==> config.mk <==
export PLATFORM = sky130hd
export DESIGN_NAME = simeck_dec_arbiter
export DESIGN_NICKNAME = d
export VERILOG_FILES = /design/src/rtl/simeck_dec_arbiter.sv
export SDC_FILE = /design/constraint.sdc
export NUM_CORES = 1
export LEC_CHECK = 0
export ABC_AREA = 1
export CELL_PAD_IN_SITES_DETAIL_PLACEMENT = 0
export CELL_PAD_IN_SITES_GLOBAL_PLACEMENT = 1
export CORE_MARGIN = 3
export CORE_UTILIZATION = 29
export DETAILED_ROUTE_END_ITERATION = 10
export PLACE_DENSITY_LB_ADDON = 0.1
export SETUP_SLACK_MARGIN = 0.4
export SYNTH_ARGS = -nofsm -noshare
export SYNTH_HDL_FRONTEND = slang
export SYNTH_SLANG_ARGS = --single-unit
==> constraint.sdc <==
create_clock -name clk -period 8.8 [get_ports clk]
set_clock_uncertainty 0.2 [all_clocks]
set_input_delay 1.76 -clock clk [delete_from_list [all_inputs] [get_ports clk]]
set_output_delay 1.76 -clock clk [all_outputs]
set_load 0.02 [all_outputs]
==> src/rtl/simeck_dec_arbiter.sv <==
// simeck_dec_arbiter: shares one Simeck decrypter core between two requesters.
// The winning request's ciphertext/key are latched and held on the core inputs,
// the core is strobed, and after a fixed latency the plaintext is returned with
// the requester ID over a valid/ready port. One job is in flight at a time.
// Optional build macro SIMECK_ARB_FIXED_PRIO_EN: requester 0 always wins ties
// (requester 1 can starve). Without it, ties are resolved round-robin.
// LATENCY must lie in 2..255 and LATENCY-1 must fit in CNTW bits.
module simeck_dec_arbiter #(
    parameter int DDATAW  = 20,
    parameter int LATENCY = 36,
    parameter int CNTW    = 8
) (
    input  logic                  clk,
    input  logic                  reset,
    input  logic                  req0_valid,
    output logic                  req0_ready,
    input  logic [DDATAW-1:0]     req0_data,
    input  logic [2*DDATAW-1:0]   req0_key,
    input  logic                  req1_valid,
    output logic                  req1_ready,
    input  logic [DDATAW-1:0]     req1_data,
    input  logic [2*DDATAW-1:0]   req1_key,
    output logic                  core_incoming,
    output logic [DDATAW-1:0]     core_data,
    output logic [2*DDATAW-1:0]   core_key,
    input  logic [DDATAW-1:0]     core_plaintext,
    output logic                  out_valid,
    input  logic                  out_ready,
    output logic [DDATAW-1:0]     out_data,
    output logic                  out_id,
    output logic                  busy
);

    typedef enum logic [1:0] {
        S_IDLE,
        S_LOAD,
        S_RUN,
        S_HOLD
    } state_t;

    state_t                r_state;
    state_t                w_next_state;
    logic                  r_req0_ready;
    logic                  r_req1_ready;
    logic                  r_core_incoming;
    logic [DDATAW-1:0]     r_core_data;
    logic [2*DDATAW-1:0]   r_core_key;
    logic                  r_out_valid;
    logic [DDATAW-1:0]     r_out_data;
    logic                  r_out_id;
    logic [CNTW-1:0]       r_cnt;
    logic                  w_any_req;
    logic                  w_grant;
    logic                  w_cnt_done;

    assign w_any_req  = req0_valid | req1_valid;
    assign w_cnt_done = (r_cnt == CNTW'(LATENCY - 1));

`ifdef SIMECK_ARB_FIXED_PRIO_EN
    // Fixed priority: requester 1 is granted only when requester 0 is idle.
    assign w_grant = ~req0_valid;
`else
    logic r_last_grant;

    // Ties go to the requester that was not granted last; a lone request wins outright.
    assign w_grant = (req0_valid & req1_valid) ? ~r_last_grant : req1_valid;

    // Remember the most recent grant; reset value makes requester 0 win the first tie.
    always_ff @(posedge clk or posedge reset) begin
        if (reset) begin
            r_last_grant <= 1'b1;
        end else if (r_state == S_IDLE && w_any_req) begin
            r_last_grant <= w_grant;
        end
    end
`endif

    // State register.
    always_ff @(posedge clk or posedge reset) begin
        if (reset) begin
            r_state <= S_IDLE;
        end else begin
            r_state <= w_next_state;
        end
    end

    // Next-state decode.
    always_comb begin
        // NOTE: default assigned first so every path drives the signal and no latch is inferred.
        w_next_state = r_state;
        case (r_state)
            S_IDLE:  if (w_any_req) w_next_state = S_LOAD;
            S_LOAD:  w_next_state = S_RUN;
            S_RUN:   if (w_cnt_done) w_next_state = S_HOLD;
            S_HOLD:  if (out_ready) w_next_state = S_IDLE;
            default: w_next_state = S_IDLE;
        endcase
    end

    // Registered outputs and datapath: grant/latch, core strobe, latency count, result hold.
    always_ff @(posedge clk or posedge reset) begin
        // NOTE: non-blocking assignments so every register samples pre-edge values.
        if (reset) begin
            r_req0_ready    <= 1'b0;
            r_req1_ready    <= 1'b0;
            r_core_incoming <= 1'b0;
            r_core_data     <= '0;
            r_core_key      <= '0;
            r_out_valid     <= 1'b0;
            r_out_data      <= '0;
            r_out_id        <= 1'b0;
            r_cnt           <= '0;
        end else begin
            r_req0_ready    <= 1'b0;
            r_req1_ready    <= 1'b0;
            r_core_incoming <= 1'b0;
            case (r_state)
                S_IDLE: begin
                    if (w_any_req) begin
                        if (w_grant) begin
                            r_core_data  <= req1_data;
                            r_core_key   <= req1_key;
                            r_req1_ready <= 1'b1;
                        end else begin
                            r_core_data  <= req0_data;
                            r_core_key   <= req0_key;
                            r_req0_ready <= 1'b1;
                        end
                        r_out_id <= w_grant;
                    end
                end
                S_LOAD: begin
                    r_core_incoming <= 1'b1;
                    r_cnt           <= '0;
                end
                S_RUN: begin
                    r_cnt <= r_cnt + 1'b1;
                    if (w_cnt_done) begin
                        r_out_data  <= core_plaintext;
                        r_out_valid <= 1'b1;
                    end
                end
                S_HOLD: begin
                    if (out_ready) r_out_valid <= 1'b0;
                end
                default: ;
            endcase
        end
    end

    assign req0_ready    = r_req0_ready;
    assign req1_ready    = r_req1_ready;
    assign core_incoming = r_core_incoming;
    assign core_data     = r_core_data;
    assign core_key      = r_core_key;
    assign out_valid     = r_out_valid;
    assign out_data      = r_out_data;
    assign out_id        = r_out_id;
    assign busy          = (r_state != S_IDLE);

endmodule

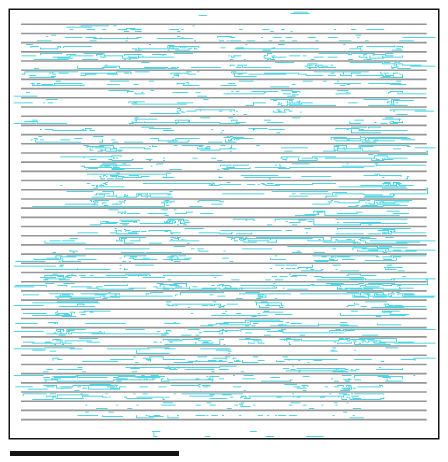
Fig. 1. Metal 1 (run 1).
Bar = 50 µm. Supply wires on this layer in grey.
longest straight run: 39.1 µm
nets with wire on the layer: 784

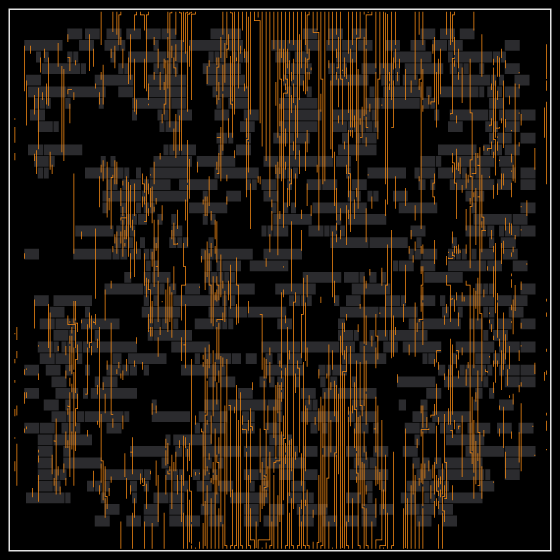
Fig. 2. Metal 2 (run 1).
nets with wire on the layer: 687
main direction: vertical
wire length on this layer: 7000 µm

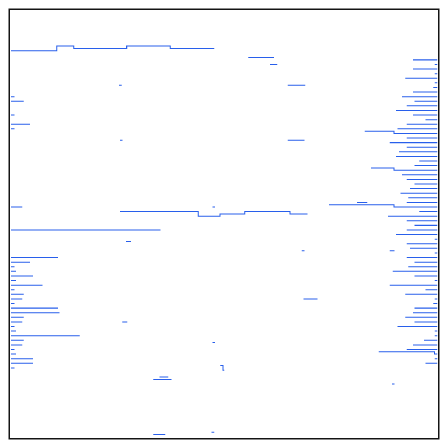
Fig. 3. The metal 3 layer (run 1).
longest straight run: 43.9 µm
nets with wire on the layer: 110
wire length on this layer: 867 µm

==> CHANGELOG.md, run 1 <==
## Flow update

- Outcome: complete, no violations
- Post-Syn Nets: 663
- Syn_area_per_cell: 8.224 µm²
- Late-Pin Clk Latency: 0.34 ns
- Largest cell class by area: flip-flops and latches
- First-pass GRT wire length: 22.16 mm
- Clock-cell share of area: 0.03813
- Initial antenna violation count: 0
- GR Util met1: 0.2179
- Sequential power: 692 µW
- Non-CTS buffers: 233
- P_clk: 356 µW
- DRC violations left: 0
- CP bufs+invs: 2
- Yosys cell count: 513
- HP Class: register to register
- Area leader share: 0.5635
- DRT iter0 DRCs: 239
- Synth top cell by count: nand2_1
- Top layer in use: met4
- WHS: 0.2758 ns
- Post-route setup slack: 4.288 ns
- Min-delay src: out_valid$_DFFE_PP0P_
- Tool Warnings: 29
- Placed Cells: 900
- Drt pass-1 iters: 4
- Sequential element share of the synthesized area: 0.5697
- Gp weighted congestion: 0.8314
- CTS Buf Count: 9
- Slowest stage delay, CP: 0.83 ns
- Clock buffer depth: 2
- Chip Area: 16030 µm²
- Rel. slew slack: 0.2280
- Peak supply drop: 0.1436 mV
- WP depth: 7
- Main area contributors: dfrtp_1, nand2_1, nand3_1
- Ys async rst share: 1.000
- Util after Layout: 0.4908
- Setup Slack @ Placement: 3.853 ns
- Flop pwr share: 0.340
- Most frequent logic cell in the layout: clkdlybuf4s50_1
- Final worst path period need: 4.512 ns
- Worst path top cell family by delay: simple AND/OR/NAND/NOR gates
- Post-synth EDFFs: 0
- CTS resizes: 0
- Yosys stat chip area: 4219 µm²
- Fin nets: 881
- Ys flop type: dfrtp_1
- Worst Setup Path Type: input pin to register
- Highest-power group: combinational logic
- Commonest cells in the netlist: nand2_1, dfrtp_1, nor2_1
- Worst Tran Pin Value: 1.155 ns
- Comb pwr share: 0.485
- GRT met2 Usage: 0.2967
- Leading area contributor after synthesis: dfrtp_1
==> run 1 -> run 2 <==
--- a/config.mk
+++ b/config.mk
@@ -9,7 +9,7 @@
 export CELL_PAD_IN_SITES_DETAIL_PLACEMENT = 0
 export CELL_PAD_IN_SITES_GLOBAL_PLACEMENT = 1
 export CORE_MARGIN = 3
-export CORE_UTILIZATION = 29
+export CORE_UTILIZATION = 27
 export DETAILED_ROUTE_END_ITERATION = 10
 export PLACE_DENSITY_LB_ADDON = 0.1
 export SETUP_SLACK_MARGIN = 0.4
==> constraint.sdc (replaced) <==
create_clock -name clk -period 4.6 [get_ports clk]
set_clock_uncertainty 0.2 [all_clocks]
set_input_delay 0.92 -clock clk [delete_from_list [all_inputs] [get_ports clk]]
set_output_delay 0.92 -clock clk [all_outputs]
set_load 0.02 [all_outputs]
==> run 2 against run 1 <==
  * Combinational power rose by 93%
  * Utilization fell by 3.3 points
  * Via count rose by 1.3%
  * Global-route usage fell by 0.81 points
  * Power rose by 98%
==> CHANGELOG.md, run 2 <==
## Flow update

- Outcome: complete, no violations (unchanged)
- Die Width: 131.0 µm (was 126.6 µm)
- CTS resizes: 0 (unchanged)
- Initial antenna violation count: 0 (unchanged)
- Rel. slew slack: 0.3227 (was 0.2280)
- Tool Warnings: 29 (unchanged)
- LEAKAGE: 3.071 nW (was 3.046 nW)
- Main area contributors: dfrtp_1, nand2_1, nand3_1 (unchanged)
- Most frequent logic cell in the layout: clkdlybuf4s50_1 (unchanged)
- Gp weighted congestion: 0.7753 (was 0.8314)
- Worst Setup Path Type: input pin to register (unchanged)
- Leading area contributor after synthesis: dfrtp_1 (unchanged)
- P_clk: 788 µW (was 356 µW)
- Yosys stat chip area: 4219 µm² (unchanged)
- Clock buffer depth: 2 (unchanged)
- Area leader share: 0.5635 (unchanged)
- Non-CTS buffers: 234 (was 233)
- GRT met2 Usage: 0.2763 (was 0.2967)
- Largest cell class by area: flip-flops and latches (unchanged)
- Min-delay src: out_valid$_DFFE_PP0P_ (unchanged)
- Sequential power: 1.33 mW (was 692 µW)
- Yosys cell count: 513 (unchanged)
- Post-Syn Nets: 663 (unchanged)
- GR Util met1: 0.2128 (was 0.2179)
- Placed Cells: 932 (was 900)
- WP depth: 7 (unchanged)
- Setup Slack @ Placement: 0.9068 ns (was 3.853 ns)
- Worst path top cell family by delay: simple AND/OR/NAND/NOR gates (unchanged)
- Drt pass-1 iters: 6 (was 4)
- Worst Tran Pin Value: 1.016 ns (was 1.155 ns)
- Top layer in use: met4 (unchanged)
- Clock-cell share of area: 0.04442 (was 0.03813)
- Flop pwr share: 0.331 (was 0.340)
- Final worst path period need: 3.326 ns
- Sequential element share of the synthesized area: 0.5697 (unchanged)
- Max reg flops: 40 (unchanged)
- PwrDens: 575.8 nW/µm² (was 295.3 nW/µm²)
- Hold buffer count at cts: 0 (unchanged)
- Syn_area_per_cell: 8.224 µm² (unchanged)
- Total power: 4.022 mW (was 2.035 mW)
- Post-route setup slack: 1.274 ns (was 4.288 ns)
- WHS: 0.2716 ns (was 0.2758 ns)
- Util after Layout: 0.4578 (was 0.4908)
- DRC violations left: 0 (unchanged)
- Chip Area: 17160 µm² (was 16030 µm²)
- Commonest cells in the netlist: nand2_1, dfrtp_1, nor2_1 (unchanged)
- Post-synth EDFFs: 0 (unchanged)
- CTS Buf Count: 9 (unchanged)
- Highest-power group: combinational logic (unchanged)
- DRT iter0 DRCs: 202 (was 239)
- Fin. max-slew vios: 0 (unchanged)
- First-pass GRT wire length: 22.05 mm (was 22.16 mm)
- Late-Pin Clk Latency: 0.34 ns (about the same)
- Ys async rst share: 1.000 (unchanged)
- Comb pwr share: 0.473 (was 0.485)
- Slowest stage delay, CP: 0.72 ns (was 0.83 ns)
- Fin nets: 882 (was 881)
- Clock-pin slew on the worst setup and hold paths: 0.07 ns (was 0.06 ns)
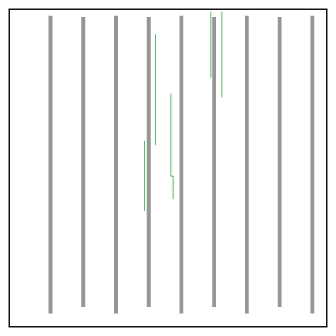
Fig. 4. Signal wires on met4 (run 2).
Supply wires on this layer in grey.
wire length on this layer: 181 µm
main direction: vertical
nets with wire on the layer: 5
longest straight run: 45.6 µm

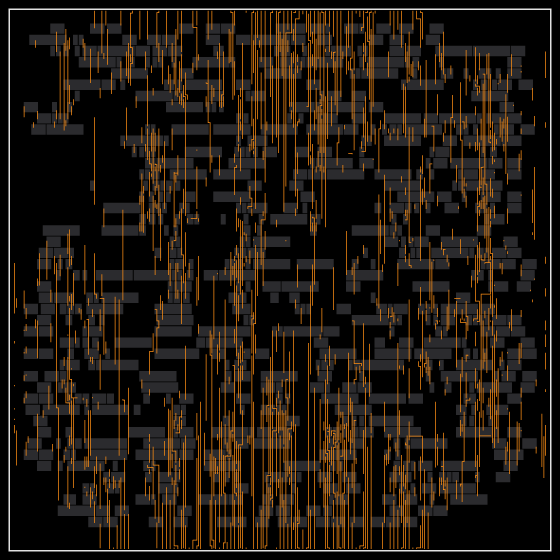
Fig. 5. Metal 2 (run 2).
main direction: vertical
nets with wire on the layer: 686

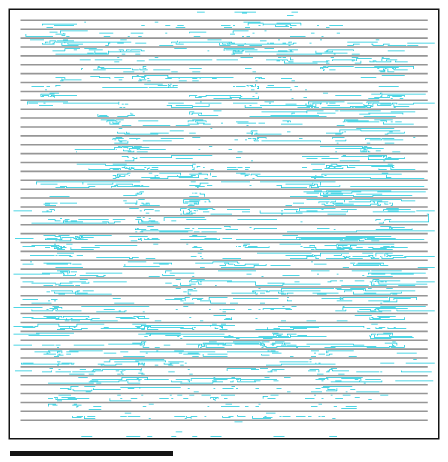
Fig. 6. Metal 1 (run 2).
Bar = 50 µm. Supply wires on this layer in grey.
longest straight run: 32.7 µm
share of all routed wire: 42%
nets with wire on the layer: 775

==> run 2 -> run 3 <==
--- a/config.mk
+++ b/config.mk
@@ -9,7 +9,7 @@
 export CELL_PAD_IN_SITES_DETAIL_PLACEMENT = 0
 export CELL_PAD_IN_SITES_GLOBAL_PLACEMENT = 1
 export CORE_MARGIN = 3
-export CORE_UTILIZATION = 27
+export CORE_UTILIZATION = 24
 export DETAILED_ROUTE_END_ITERATION = 10
 export PLACE_DENSITY_LB_ADDON = 0.1
 export SETUP_SLACK_MARGIN = 0.4
==> constraint.sdc (replaced) <==
create_clock -name clk -period 2.8 [get_ports clk]
set_clock_uncertainty 0.2 [all_clocks]
set_input_delay 0.56 -clock clk [delete_from_list [all_inputs] [get_ports clk]]
set_output_delay 0.56 -clock clk [all_outputs]
set_load 0.02 [all_outputs]
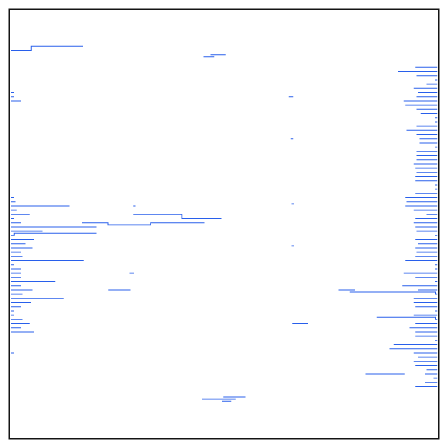
Fig. 7. The metal 3 layer (run 3).
main direction: horizontal
share of all routed wire: 6.2%
nets with wire on the layer: 121
wire length on this layer: 894 µm

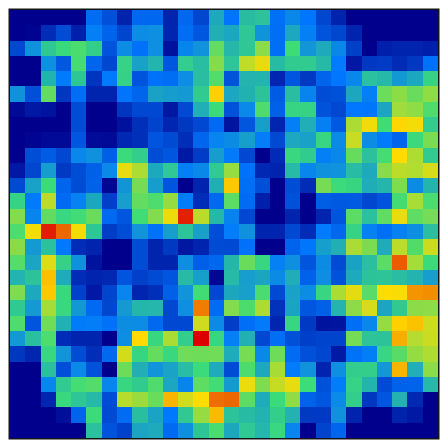
Fig. 8. Wiring heat map (run 3).
28 x 28 tiles, from dark blue (low) to red (high), scaled to the fullest tile. Values are wire area over tile area, all layers added.
tiles over half the peak: 20%
fullest tile: 0.38
nearly empty tiles: 9.9%
emptiest ninth of the die: north-west
mean over tiles: 0.12
densest ninth of the die: south

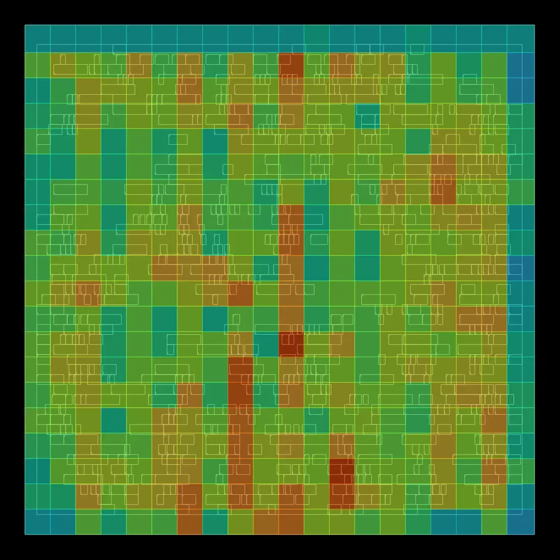
Fig. 9. Track usage over the die (run 3).
GRT Util Overall: 0.1506
Util after Layout: 0.4149
GR Util met1: 0.1931
Routed WL per cell: 14.98 µm
GRT met2 Usage: 0.2549

==> run 3 against run 2 <==
  * Design area rose by 0.23%
  * Via count fell by 1.1%
  * Non-clock buffer count rose by 4
  * Critical path depth fell by 3
  * Die area rose by 12%
  * Largest cell class unchanged
  * Highest routed layer unchanged
==> CHANGELOG.md, run 3 <==
## Flow update

- Outcome: complete, no violations (unchanged)
- Largest cell class by area: flip-flops and latches (unchanged)
- Commonest cells in the netlist: nand2_1, dfrtp_1, nor2_1 (unchanged)
- DRT iter0 DRCs: 200 (was 202)
- Highest-power group: combinational logic (unchanged)
- Post-route setup slack: 0.4830 ns (was 1.274 ns)
- LEAKAGE: 3.084 nW (was 3.071 nW)
- Top layer in use: met4 (unchanged)
- Sequential element share of the synthesized area: 0.5697 (unchanged)
- P_clk: 1.20 mW (was 788 µW)
- Drt pass-1 iters: 4 (was 6)
- Flop pwr share: 0.332 (was 0.331)
- Fin nets: 886 (was 882)
- Ys flop type: dfrtp_1 (unchanged)
- Chip Area: 19210 µm² (was 17160 µm²)
- Initial antenna violation count: 0 (unchanged)
- Final worst path period need: 2.317 ns
- Comb pwr share: 0.483 (was 0.473)
- Setup Slack @ Placement: 0.3488 ns (was 0.9068 ns)
- Post-Syn Nets: 663 (unchanged)
- Rel. slew slack: 0.5118 (was 0.3227)
- Max reg flops: 40 (unchanged)
- Total power: 6.504 mW (was 4.022 mW)
- Clock-pin slew on the worst setup and hold paths: 0.07 ns (about the same)
- Leading area contributor after synthesis: dfrtp_1 (unchanged)
- Clock buffer depth: 2 (unchanged)
- Synth top cell by count: nand2_1 (unchanged)
- Late-Pin Clk Latency: 0.34 ns (about the same)
- DRC violations left: 0 (unchanged)
- Worst path top cell family by delay: buffers and inverters (was simple AND/OR/NAND/NOR gates)
- Non-CTS buffers: 238 (was 234)
- PwrDens: 928.9 nW/µm² (was 575.8 nW/µm²)
- CTS resizes: 1 (was 0)
- Main area contributors: dfrtp_1, nand2_1, nand3_1 (unchanged)
- Post-synth EDFFs: 0 (unchanged)
- Syn_area_per_cell: 8.224 µm² (unchanged)
- Clock-cell share of area: 0.04074 (was 0.04442)
No activity file was given, so power comes from the tool's default toggle rates.
